`config.mk`:
```
export PLATFORM = sky130hd
export DESIGN_NAME = layer_sequencer
export DESIGN_NICKNAME = d
export VERILOG_FILES = /design/src/rtl/layer_sequencer.sv
export SDC_FILE = /design/constraint.sdc
export NUM_CORES = 1
export LEC_CHECK = 0
export ABC_CLOCK_PERIOD_IN_PS = 2500
export CELL_PAD_IN_SITES_DETAIL_PLACEMENT = 0
export CELL_PAD_IN_SITES_GLOBAL_PLACEMENT = 1
export CORE_ASPECT_RATIO = 0.6
export CORE_MARGIN = 2
export CORE_UTILIZATION = 37
export CTS_CLUSTER_SIZE = 12
export DETAILED_ROUTE_END_ITERATION = 8
export GPL_TIMING_DRIVEN = 0
export HOLD_SLACK_MARGIN = 0.03
export PLACE_DENSITY = 0.87
export SYNTH_ARGS = -nofsm -noshare
export SYNTH_HDL_FRONTEND = slang
export SYNTH_SLANG_ARGS = --single-unit
```
`constraint.sdc`:
```
create_clock -name clk -period 2.5 [get_ports clk]
set_clock_uncertainty 0.2 [all_clocks]
set_input_delay 0.25 -clock clk [delete_from_list [all_inputs] [get_ports clk]]
set_output_delay 0.25 -clock clk [all_outputs]
set_load 0.005 [all_outputs]
```
`src/rtl/layer_sequencer.sv`:
```
// ---------------------------------------------------------------------------
// layer_sequencer: runs the CNN stages in order (start pulse, wait for done),
// with a per-stage watchdog that latches a fault.  Rev 1.0
// ---------------------------------------------------------------------------
`default_nettype none

module layer_sequencer #(
  parameter int NUM_STAGES     = 4,
  parameter int TIMEOUT_CYCLES = 65535,
  parameter int CNT_W          = 32,
  parameter int IDX_W          = (NUM_STAGES <= 1) ? 1 : $clog2(NUM_STAGES)
) (
  input  logic                  clk,
  input  logic                  reset_n,
  input  logic                  go,
  input  logic                  abort,
  output logic [NUM_STAGES-1:0] stage_start,
  input  logic [NUM_STAGES-1:0] stage_done,
  output logic [IDX_W-1:0]      cur_stage,
  output logic                  busy,
  output logic                  done,
  output logic                  error,
  output logic [IDX_W-1:0]      err_stage,
  output logic [CNT_W-1:0]      total_cycles
);

  localparam int WD_W = (TIMEOUT_CYCLES <= 1) ? 1 : $clog2(TIMEOUT_CYCLES);
  localparam logic [IDX_W-1:0] LAST_IDX = IDX_W'(NUM_STAGES - 1);
  localparam logic [WD_W-1:0]  WD_LAST  = WD_W'(TIMEOUT_CYCLES - 1);

  typedef enum logic [2:0] {
    S_IDLE   = 3'd0,
    S_LAUNCH = 3'd1,
    S_WAIT   = 3'd2,
    S_NEXT   = 3'd3,
    S_FINISH = 3'd4,
    S_FAULT  = 3'd5
  } state_t;

  state_t                state_q, state_d;
  logic [IDX_W-1:0]      cur_stage_q, cur_stage_d;
  logic [NUM_STAGES-1:0] stage_start_q, stage_start_d;
  logic                  busy_q, busy_d;
  logic                  done_q, done_d;
  logic                  error_q, error_d;
  logic [IDX_W-1:0]      err_stage_q, err_stage_d;
  logic [CNT_W-1:0]      total_q, total_d;
  logic [WD_W-1:0]       wdog_q, wdog_d;

  logic                  cur_done;
  logic                  run_state;

  // Select via one-hot mask so the index width never has to match the vector.
  assign cur_done  = |(stage_done & (NUM_STAGES'(1) << cur_stage_q));
  assign run_state = (state_q == S_LAUNCH) || (state_q == S_WAIT) || (state_q == S_NEXT);

  always_comb begin
    state_d     = state_q;
    cur_stage_d = cur_stage_q;
    error_d     = error_q;
    err_stage_d = err_stage_q;
    wdog_d      = wdog_q;
    total_d     = total_q;

    if (run_state && (total_q != {CNT_W{1'b1}})) begin
      total_d = total_q + CNT_W'(1);
    end

    if (abort) begin
      state_d = S_IDLE;
    end else begin
      case (state_q)
        S_IDLE, S_FAULT: begin
          if (go) begin
            state_d     = S_LAUNCH;
            cur_stage_d = '0;
            total_d     = '0;
            error_d     = 1'b0;
          end
        end
        S_LAUNCH: begin
          wdog_d  = '0;
          state_d = S_WAIT;
        end
        S_WAIT: begin
          // A done on the timeout edge still counts as success.
          if (cur_done) begin
            state_d = (cur_stage_q == LAST_IDX) ? S_FINISH : S_NEXT;
          end else if (wdog_q == WD_LAST) begin
            state_d     = S_FAULT;
            error_d     = 1'b1;
            err_stage_d = cur_stage_q;
          end else begin
            wdog_d = wdog_q + WD_W'(1);
          end
        end
        S_NEXT: begin
          cur_stage_d = cur_stage_q + IDX_W'(1);
          state_d     = S_LAUNCH;
        end
        S_FINISH: begin
          state_d = S_IDLE;
        end
        default: begin
          state_d = S_IDLE;
        end
      endcase
    end

    // Outputs are decoded from the next state so they leave flops aligned with it.
    stage_start_d = (state_d == S_LAUNCH) ? (NUM_STAGES'(1) << cur_stage_d) : '0;
    busy_d        = (state_d == S_LAUNCH) || (state_d == S_WAIT) || (state_d == S_NEXT);
    done_d        = (state_d == S_FINISH);
  end

  always_ff @(posedge clk or negedge reset_n) begin
    if (!reset_n) begin
      state_q       <= S_IDLE;
      cur_stage_q   <= '0;
      stage_start_q <= '0;
      busy_q        <= 1'b0;
      done_q        <= 1'b0;
      error_q       <= 1'b0;
      err_stage_q   <= '0;
      total_q       <= '0;
      wdog_q        <= '0;
    end else begin
      state_q       <= state_d;
      cur_stage_q   <= cur_stage_d;
      stage_start_q <= stage_start_d;
      busy_q        <= busy_d;
      done_q        <= done_d;
      error_q       <= error_d;
      err_stage_q   <= err_stage_d;
      total_q       <= total_d;
      wdog_q        <= wdog_d;
    end
  end

  assign stage_start  = stage_start_q;
  assign cur_stage    = cur_stage_q;
  assign busy         = busy_q;
  assign done         = done_q;
  assign error        = error_q;
  assign err_stage    = err_stage_q;
  assign total_cycles = total_q;

endmodule

`default_nettype wire

```
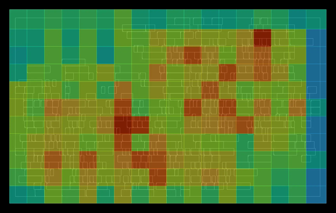
**Above:** track usage over the die.
Tot GR Track Use: 18.27%
Post-Route Utilization: 53.02%
met2 Track Usage GR: 24.62%
met3 usage: 5.652%

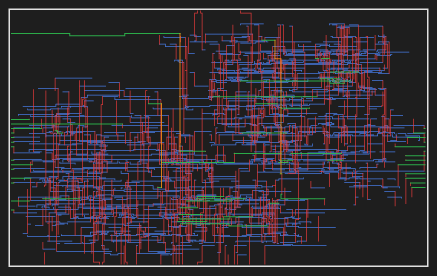
**Above:** metal layers overlaid.
- orange: met4 (wire length 103 um)
- blue: met1 (wire length 4510 um)
- green: met3 (wire length 511 um)
- red: met2 (wire length 3700 um)
final WL: 8.824 mm
Vias: 2983
Avg WL per Cell: 15.93 um

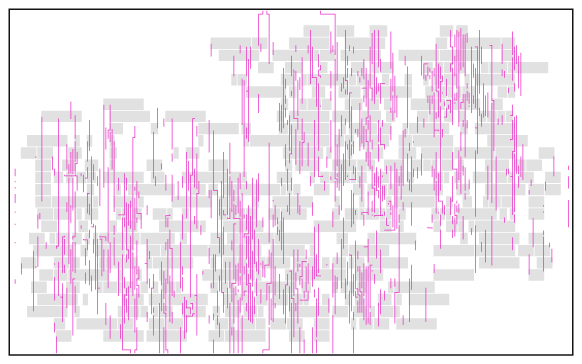
**Above:** met2 routing.
Cells faint in the background.
- wire length on this layer: 3700 um
- longest straight run: 28.4 um

==> out/metrics.csv <==
stage;metric;value;unit
clocking;clock_sinks;62;
layout;clkCellAreaFrac;5.537;%
global_routing;grt_pass1_wl;14.08;mm
worst_setup_path;crit_fanout;5;
clocking;cts_tree;built;
layout;final_cells;554;
hold_path;hold_path_class;input pin to flop;
synthesis;area_leaders;dfrtp_1 (48%), xor2_1 (7.0%), nor2_1 (5.6%), nand4_1 (4.6%), nand3_1 (3.5%);
worst_setup_path;setup.worst_path.end_class;flop;
clocking;clkTransAtPathRegs;0.05;ns
status;status;complete, but fails checks;
layout;nets;453;
timing;timing.final.ws_setup;-0.2013;ns
die;std_cell_rows;26;
placement;post-place-ws;-0.6308;ns
die;die_y;76.76;um
power;ir_worst_vdd;0.2903;mV
power;clkPwrFrac;42.1;%
die;dieArea;9614;sq um
timing;fmax;370.2;MHz
hold_path;hold_start;abort;
worst_setup_path;startpoint;cur_stage[1];
synthesis;synth_cell_types;46;
layout;n_antenna_cell;0;
worst_setup_path;worstSetupEndpoint;wdog_q[14];
clocking;numCtsBuffers;9;
power;seq_power_share;43.3;%
status;violations;negative setup slack;
route;first_pass_iters;6;
synthesis;async_reset_ff_share;100.0;%
route;met2_length;3.701;mm
die;initial_core_util;38.30;%
synthesis;syn_inst;356;
clocking;postCtsSetupBuffers;10;
die;die_width;125.3;um
timing;maxSlewViolCount;0;
placement;port_buffers;49;
route;post_drt_via_cell_ratio;5.384;
layout;drive_gt1_share;17.87;%
worst_setup_path;worstReg2RegEnd;wdog_q[14];
route;routed.top_layer;met4;
worst_setup_path;critical_path.startpoint_type;flop;
synthesis;ys_sh_simple;26.41;%
timing;setup_viol;17;
synthesis;xor_share;8.317;%
route;ant_nets;0;
hold_path;whs_endpoint;state_q[0];
die;coreArea;8523;sq um
worst_setup_path;path_delay_family;AND-OR/OR-AND gates;
Power is estimated from default activity; no workload was simulated.
